### Met2 routing, run 1

Drawn at 6 px/um.
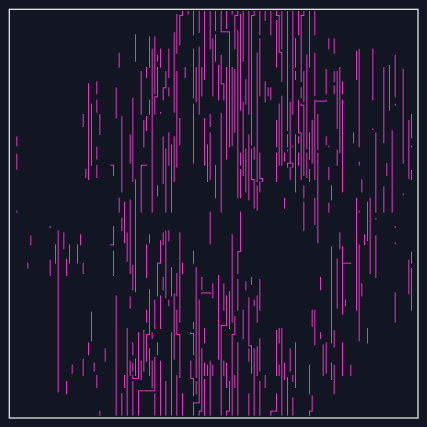
### PDN straps and rails, run 1

Drawn at 6 px/um. Pins as bars on the die edge.
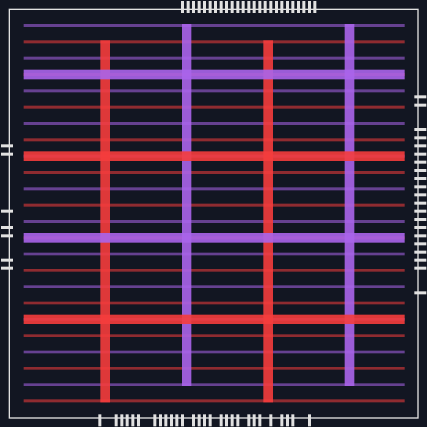
### Clock wiring as the flow saved it, run 1

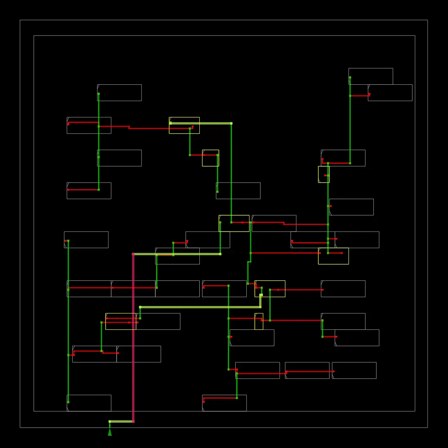
### Sequential cells grouped by signal name, run 1

Drawn at 6 px/um. Other sequential cells in the stronger gray, the rest of the logic in the fainter gray.
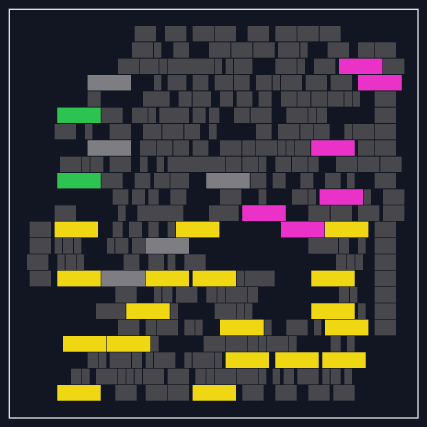
$ cat config.mk
export PLATFORM = sky130hd
export DESIGN_NAME = datapath_rr_scheduler
export DESIGN_NICKNAME = d
export VERILOG_FILES = /design/src/rtl/datapath_rr_scheduler.sv
export SDC_FILE = /design/constraint.sdc
export NUM_CORES = 1
export LEC_CHECK = 0
export CORE_MARGIN = 2
export CORE_UTILIZATION = 36
export DETAILED_ROUTE_END_ITERATION = 12
export PLACE_DENSITY = 0.87
export REMOVE_ABC_BUFFERS = 1
export SKIP_LAST_GASP = 1
export SLEW_MARGIN = 20
export SYNTH_ARGS = -nofsm -noshare
export SYNTH_HDL_FRONTEND = slang
export SYNTH_SLANG_ARGS = --single-unit
$ cat constraint.sdc
create_clock -name clk_i -period 3.53 [get_ports clk_i]
set_input_delay 1.059 -clock clk_i [delete_from_list [all_inputs] [get_ports clk_i]]
set_output_delay 1.059 -clock clk_i [all_outputs]
set_load 0.01 [all_outputs]
$ cat src/rtl/datapath_rr_scheduler.sv
// rtl/datapath_rr_scheduler.sv - round-robin scheduler sharing one datapath among NUM_REQ requesters
// Optional macro SCHED_STATS_EN adds per-requester saturating grant counters on grant_cnt_o.
module datapath_rr_scheduler #(
    parameter int NUM_REQ = 4,
    parameter int DIN_W   = 6,
    parameter int DOUT_W  = 18
) (
    input  logic                       clk_i,
    input  logic                       rst_i,
    input  logic [NUM_REQ-1:0]         req_valid_i,
    input  logic [NUM_REQ*DIN_W-1:0]   req_data_i,
    output logic [NUM_REQ-1:0]         req_ready_o,
    output logic [DIN_W-1:0]           dp_in_o,
    input  logic [DOUT_W-1:0]          dp_out_i,
    output logic                       rsp_valid_o,
    input  logic                       rsp_ready_i,
    output logic [DOUT_W-1:0]          rsp_data_o,
    output logic [$clog2(NUM_REQ)-1:0] rsp_id_o,
`ifdef SCHED_STATS_EN
    output logic                       busy_o,
    output logic [NUM_REQ*16-1:0]      grant_cnt_o
`else
    output logic                       busy_o
`endif
);
    localparam int ID_W = $clog2(NUM_REQ);

    typedef enum logic [1:0] {IDLE, EXEC, RESP} state_t;

    state_t              state_q, state_d;
    logic [ID_W-1:0]     ptr_q;
    logic [DIN_W-1:0]    dp_in_q;
    logic [DOUT_W-1:0]   rsp_data_q;
    logic [ID_W-1:0]     rsp_id_q;
    logic                rsp_valid_q;
    logic                win_found;
    logic [ID_W-1:0]     win_idx;
    logic [ID_W-1:0]     scan_idx;
    logic                accept;

    // Scan starts one past the last granted requester and wraps at NUM_REQ-1.
    always_comb begin
        win_found = 1'b0;
        win_idx   = '0;
        scan_idx  = ptr_q;
        for (int k = 0; k < NUM_REQ; k++) begin
            scan_idx = (scan_idx == ID_W'(NUM_REQ - 1)) ? '0 : scan_idx + 1'b1;
            if (!win_found && req_valid_i[scan_idx]) begin
                win_found = 1'b1;
                win_idx   = scan_idx;
            end
        end
    end

    assign accept = (state_q == IDLE) && win_found && !rst_i;

    always_ff @(posedge clk_i) begin
        if (rst_i) begin
            state_q <= IDLE;
        end else begin
            state_q <= state_d;
        end
    end

    always_comb begin
        state_d = state_q;
        case (state_q)
            IDLE:    if (win_found) state_d = EXEC;
            EXEC:    state_d = RESP;
            RESP:    if (rsp_ready_i) state_d = IDLE;
            default: state_d = IDLE;
        endcase
    end

    always_comb begin
        req_ready_o = '0;
        if (accept) begin
            req_ready_o[win_idx] = 1'b1;
        end
        busy_o = (state_q != IDLE);
    end

    always_ff @(posedge clk_i) begin
        if (rst_i) begin
            ptr_q       <= ID_W'(NUM_REQ - 1);
            dp_in_q     <= '0;
            rsp_data_q  <= '0;
            rsp_id_q    <= '0;
            rsp_valid_q <= 1'b0;
        end else begin
            case (state_q)
                IDLE: if (win_found) begin
                    dp_in_q  <= req_data_i[win_idx*DIN_W +: DIN_W];
                    rsp_id_q <= win_idx;
                end
                EXEC: begin
                    rsp_data_q  <= dp_out_i;
                    rsp_valid_q <= 1'b1;
                end
                RESP: if (rsp_ready_i) begin
                    rsp_valid_q <= 1'b0;
                    ptr_q       <= rsp_id_q;
                end
                default: rsp_valid_q <= 1'b0;
            endcase
        end
    end

    assign dp_in_o     = dp_in_q;
    assign rsp_data_o  = rsp_data_q;
    assign rsp_id_o    = rsp_id_q;
    assign rsp_valid_o = rsp_valid_q;

`ifdef SCHED_STATS_EN
    logic [15:0] cnt_q [NUM_REQ];

    always_ff @(posedge clk_i) begin
        if (rst_i) begin
            for (int i = 0; i < NUM_REQ; i++) cnt_q[i] <= '0;
        end else if (accept && cnt_q[win_idx] != 16'hFFFF) begin
            cnt_q[win_idx] <= cnt_q[win_idx] + 16'd1;
        end
    end

    for (genvar g = 0; g < NUM_REQ; g++) begin : g_cnt
        assign grant_cnt_o[g*16 +: 16] = cnt_q[g];
    end
`else
`endif

endmodule

==> results.py, run 1 <==
# Physical implementation metrics
metrics = {
    "global_routing": {
        "track_usage": 0.1748,
        "first_global_vias": 1431,
        "overflow": 0,
        "grt_max_degree": 21,
        "grt_pass1_wl_um": 6044,
    },
    "power_and_ir_drop": {
        "p_seq_frac": 0.419,
        "p_sw_frac": 0.2845,
        "power.internal_mw": 0.6861,
        "pwr_density_cell_mw_per_mm2": 387.0,
        "clockPowerShare": 0.280,
        "top_power_group": "registers",
        "power_frac_comb": 0.301,
        "leakagePower_nw": 0.9740,
        "power.switching_mw": 0.2728,
    },
    "floorplan": {
        "chipArea_mm2": 0.004607,
        "design.core.area_mm2": 0.003971,
        "ios": 81,
        "die_h_um": 67.88,
    },
    "detailed_routing": {
        "drt_iter0_markers": 73,
        "detail-route-antenna-nets": 0,
        "drcViolationCount": 0,
        "drt-total-wl_um": 3908,
        "wl_per_cell_um": 12.17,
    },
    "timing": {
        "rsz0062_at_grt": "yes",
        "setup_violations": 0,
        "drv_slew": 0,
        "fin_ws_ns": 0.03873,
        "worstMarginPinSlew_ns": 0.6791,
        "clock.fmax_ghz": 0.2864,
        "hold_viol_final": 0,
        "fin_crit_ns": 3.491,
    },
    "worst_hold_path": {
        "hold_depth": 2,
        "hold_end": "rsp_data_o[1]",
        "min_from": "rsp_data_o[1]",
    },
    "place": {
        "dpl_cell_area_mm2": 0.002405,
        "place.gp.congestion": 0.8137,
        "hpwlAfterDp_um": 3083,
    },
    "synth": {
        "ys_cells": 176,
        "ys_ff": 31,
        "top_area_frac": 0.4225,
        "yosysChipArea_mm2": 0.001469,
        "top_cell": "nand2_1",
        "synthArstFlopShare": 0,
        "syn_area_mm2": 0.001469,
        "syn_avg_cell_area_um2": 8.346,
        "edf_count": 0,
    },
    "run": {
        "warning_count": 26,
    },
    "cts": {
        "cts_tree": "done",
        "cts_max_path_buffers": 2,
        "cts_buffers": 5,
    },
    "setup_path": {
        "worstPathRequired_ns": 2.47,
        "reg2reg_from": "ptr_q[0]",
        "path_max_fanout": 3,
        "rrSetupSlack_ns": 1.44,
        "worst-setup-path-type": "in -> out",
        "crit_arrival_ns": 2.43,
    },
    "cells_and_area": {
        "final_cell_area_mm2": 0.002477,
        "final_nets": 320,
        "syn2layout_area_growth_pct": 68.65,
    },
    "outcome": {
        "outcome": "complete, no violations",
    },
}
## Picture notes: 'Met2 routing'
The layer holds 53% of the routed length. The longest straight run is 27.9 um. The layer carries 2,060 um of wire.

## Picture notes: 'PDN straps and rails'
Key: red = VSS; purple = VDD
The core has 23 rows. 4 straps on met4. 24 met1 rails follow the rows. 81 signal pins sit on the boundary.

## Picture notes: 'Clock wiring as the flow saved it'
clk_skew: 0.004870 ns
clk_lat worst skew: 0.28 ns
Seq cells: 31
Clock Sinks: 31
Clk power: 0.268 mW

## Picture notes: 'Sequential cells grouped by signal name'
Key: magenta = `dp_in_o` [placed flops 6]; green = `rsp_id_o` [placed flops 2]; yellow = `rsp_data_o` [placed flops 18]
Another 5 sequential cells are not colored.
sequential power: 0.402 mW
fin util: 0.6238

==> run 1: worst max-delay path, stage by stage <==
cell and delay [ns]:
clkdlybuf4s50_1 0.42, o31a_1 0.30, o311ai_4 0.31, nor2_1 0.06
dlygate4sd2_1 0.28
==> run 1: flip-flops by register name (all words and copies together), names as in the netlist <==
signal	count
dp_in_o	6
rsp_id_o	2
rsp_data_o	18
rsp_valid_o	1
ptr_q	2
state_q	2
==> run 1: worst max path at each step <==
stage                         startpoint        endpoint  slack (ns)  depth (start not counted)
after floorplan           req_valid_i[3]  req_ready_o[0]        0.42                          4
after global placement    req_valid_i[1]  req_ready_o[1]       -0.35                          8
after detailed placement  req_valid_i[1]  req_ready_o[1]       -0.39                          8
after CTS                 req_valid_i[0]  req_ready_o[0]      0.0002                          8
after global routing      req_valid_i[2]  req_ready_o[2]       -0.06                          6
final                     req_valid_i[3]  req_ready_o[3]        0.04                          5
==> run 1: layout by cell type, fill, tap and decap left out, types with 2 or more instances in the layout <==
| cell type | synthesis | layout |
|---|---|---|
| a211oi_1 | 6 | 6 |
| a21oi_1 | 19 | 19 |
| a31oi_1 | 6 | 6 |
| buf_2 | 2 | 2 |
| buf_4 | 0 | 17 |
| clkbuf_8 | 0 | 5 |
| clkdlybuf4s50_1 | 0 | 75 |
| dfxtp_1 | 31 | 31 |
| dlygate4sd2_1 | 0 | 2 |
| inv_1 | 6 | 6 |
| mux2i_1 | 11 | 11 |
| nand2_1 | 43 | 43 |
| nand2b_1 | 4 | 4 |
| nor2_1 | 14 | 14 |
| nor2b_1 | 2 | 2 |
| nor3_1 | 2 | 2 |
| nor4_4 | 2 | 2 |
| o211ai_1 | 6 | 6 |
==> run 1: per-layer routing <==
metal,vias up,global-route usage,part of all wire
met5,-,0,0
met3,2,0.04770,0.048
met1,676,0.1897,0.42
li1,791,-,-
met4,0,0.06750,0.0069
met2,39,0.3211,0.53
==> run 1: logic make-up (layout without fill, tap and decap cells) <==
| kind of cell | after synthesis | in the layout | synth area share |
|---|---|---|---|
| buf+inv | 16 | 111 | 0.05281 |
| flops | 31 | 31 | 0.4225 |
| mux | 11 | 11 | 0.07496 |
| fa+ha+maj | 1 | 1 | 0.008517 |
| compound gates | 43 | 43 | 0.1985 |
| simple gates | 74 | 74 | 0.2428 |
==> run 1: final cells by class <==
class,instances,area (um^2)
clock inverter,2,12.51
multi-input combinational,129,770.7
sequential,31,620.6
inverter,6,22.52
clock buffer,6,72.57
timing repair buffer,97,915.9
tap,50,62.56
fill,358,1494
==> run 1: what timing repair did <==
item,4_1_cts,5_1_grt
endpoints found under the hold margin,0,0
gates resized,10,2
endpoints found under the setup margin,4,3
hold buffers,0,0
pin swaps,3,0
==> run 1: through the flow <==
stage	instances	TNS [ns]	hold slack [ns]	utilization
4_1_cts	321	0	0.4567	0.6251
5_1_grt	321	-0.08275	0.4728	0.6238
6_report	321	0	0.4518	0.6238
3_5_place_dp	313	-1.255	0.4473	0.6055
2_1_floorplan	166	0	0.4528	-
3_3_place_gp	313	-1.138	0.4410	0.6055
### Cell density map, run 1

Drawn at 6 px/um. The die is cut into 7 by 7 equal tiles; black is low, pale yellow is high, 0 to 100% covered.
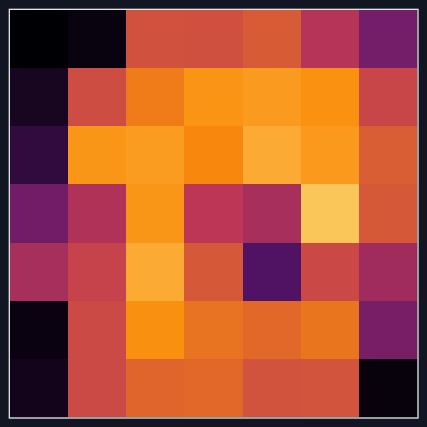

## Run 2: what changed since run 1
--- a/config.mk
+++ b/config.mk
@@ -5,7 +5,6 @@
 export SDC_FILE = /design/constraint.sdc
 export NUM_CORES = 1
 export LEC_CHECK = 0
-export CORE_MARGIN = 2
 export CORE_UTILIZATION = 36
 export DETAILED_ROUTE_END_ITERATION = 12
 export PLACE_DENSITY = 0.87
### Cell density map, run 2

Drawn at 6 px/um. The die is cut into 7 by 7 equal tiles; black is low, pale yellow is high, 0 to 100% covered.
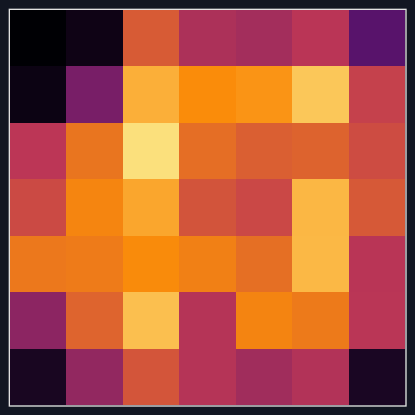
2.0% of the tiles are nearly empty. The fullest tile reaches 93%. The emptiest ninth of the die: top left. The mean over all tiles is 56%.
fin util: 0.6505
Starting Density: 0.3867

==> run 2 against run 1 <==
Effect of this change:
- worst setup slack better by 0.053 ns
- sequential share of layout area increased by 0.063 points
- maximum frequency up 1.5%
- count of clock-buffer cells in the layout up 1
- clock power fell by 4%
- register-to-register slack improved by 0.04 ns
- clock skew about the same
- total power fell by 1.4%
- wire length grew 0.33%
- first-iteration DRC count down 40%
- synthesized area unchanged
- cell area is 0.25% lower
- critical endpoint is now req_ready_o[2]
- largest power group unchanged
==> results.py, run 2 <==
# Physical implementation metrics
metrics = {
    "place": {
        "dpl_cell_area_mm2": 0.002390,
        "hpwlAfterDp_um": 3052,
        "place.gp.congestion": 0.8190,
    },
    "cts": {
        "cts_max_path_buffers": 2,
        "cts_buffers": 5,
        "cts_tree": "done",
        "clk_latency_ns": 0.27,
    },
    "floorplan": {
        "die_h_um": 65.88,
        "ios": 81,
        "design.core.area_mm2": 0.003799,
        "chipArea_mm2": 0.004340,
    },
    "cells_and_area": {
        "largest_register_ffs": 18,
        "final_nets": 319,
        "mostFrequentLayoutCell": "clkdlybuf4s50_1",
    },
    "setup_path": {
        "worstPathRequired_ns": 2.47,
        "worst-setup-path-type": "in -> out",
        "reg2reg_from": "ptr_q[0]",
        "crit_arrival_ns": 2.38,
    },
    "synth": {
        "ys_cells": 176,
        "top_cell": "nand2_1",
        "top_area_frac": 0.4225,
        "ys_ff": 31,
        "syn_avg_cell_area_um2": 8.346,
        "syn_area_mm2": 0.001469,
    },
    "detailed_routing": {
        "drt_iter0_markers": 44,
        "wl_per_cell_um": 12.33,
        "detail-route-antenna-nets": 0,
    },
    "timing": {
        "skew_ns": 0.005335,
        "clock.fmax_ghz": 0.2908,
        "hold_viol_final": 0,
        "tns_ns": 0,
        "setup_violations": 0,
        "fin_ws_ns": 0.09128,
    },
    "worst_hold_path": {
        "hold_end": "rsp_data_o[6]",
        "hold_depth": 2,
    },
    "run": {
        "warning_count": 25,
    },
    "power_and_ir_drop": {
        "pwr_density_cell_mw_per_mm2": 382.7,
        "leakagePower_nw": 0.9782,
    },
    "global_routing": {
        "first_global_vias": 1404,
        "overflow": 0,
        "grt_pass1_wl_um": 6051,
    },
    "outcome": {
        "outcome": "complete, no violations",
    },
}
### Met2 routing, run 2

Drawn at 6 px/um.
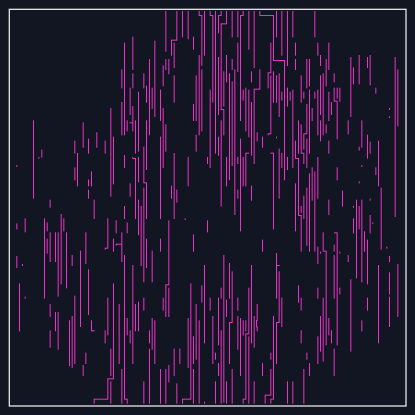
270 nets have wire on it. The longest straight run is 26.5 um.
GRT met2 Usage: 0.3291
via count: 1,521
WL final: 3921 um

## run 2: cell types whose count changed in the layout (fill, tap and decap cells not counted)
| cell | before | now |
|---|---|---|
| buf_2 | 2 | 0 |
| buf_4 | 17 | 16 |
| clkbuf_1 | 1 | 2 |
| clkbuf_2 | 0 | 2 |
| clkdlybuf4s15_1 | 1 | 2 |
| clkdlybuf4s50_1 | 75 | 73 |
| clkinvlp_4 | 1 | 0 |
| dlymetal6s2s_1 | 0 | 1 |
| nor2_1 | 14 | 13 |
| nor2_2 | 0 | 1 |
| nor2b_1 | 2 | 1 |
| nor2b_2 | 0 | 1 |
## run 2: final cells by class
class	count	area, um^2
Inverter	6	22.52
Clock inverter	1	5.005
Tap cell	48	60.06
Clock buffer	7	76.32
Timing Repair Buffer	96	910.9
Fill cell	350	1328
Sequential cell	31	620.6
Multi-Input combinational cell	129	775.7
## run 2: power breakdown
group | switching (mW) | internal [mW]
clock | 0.119 | 0.138
combinational | 0.125 | 0.163
sequential | 0.0187 | 0.383
## run 2: per-stage QoR
step / util / instances / power (mW)
global placement: 0.6285 / 309 / 0.6925
floorplan: - / 166 / 0.5273
detailed placement: 0.6291 / 309 / 0.6995
CTS: 0.6486 / 317 / 0.9542
finish: 0.6505 / 318 / 0.9457
global route: 0.6505 / 318 / 0.9997
## run 2: repair_timing
item	4_1_cts	5_1_grt
pin swaps	1	2
setup endpoints to repair	4	4
resized	6	8
setup buffers	0	1
hold buffers	0	0
## run 2: how the worst max path moves through the flow
stage / startpoint / endpoint / slack [ns]
after floorplan: req_valid_i[3] / req_ready_o[0] / 0.42
after global placement: req_valid_i[3] / req_ready_o[1] / -0.41
after detailed placement: req_valid_i[3] / req_ready_o[1] / -0.43
after CTS: req_valid_i[2] / req_ready_o[1] / 0.01
after global routing: req_valid_i[2] / req_ready_o[2] / 0.006
final: req_valid_i[2] / req_ready_o[2] / 0.09
## run 2: cells by family after synthesis
family	after synthesis	share of synthesized area
AND/OR/NAND/NOR	74	0.2428
multiplexers	11	0.07496
flip-flops	31	0.4225
buffers and inverters	16	0.05281
AND-OR/OR-AND	43	0.1985
adder cells (fa/ha/maj)	1	0.008517
## run 2: critical path, cell delays in order
cell	delay, ns
clkdlybuf4s50_1	0.52
mux2i_1	0.09
o22a_1	0.21
and2_4	0.18
nor2_1	0.09
clkdlybuf4s15_1	0.24
## run 2: layer usage
| layer | vias up | track usage | share of wire |
|---|---|---|---|
| met4 | 0 | 0.04891 | 0.0074 |
| met2 | 41 | 0.3291 | 0.51 |
| met5 | - | 0 | 0 |
| li1 | 787 | - | - |
| met1 | 689 | 0.2149 | 0.43 |
| met3 | 4 | 0.04828 | 0.056 |
Power figures rest on the tool's default switching activity, not on a simulated workload.
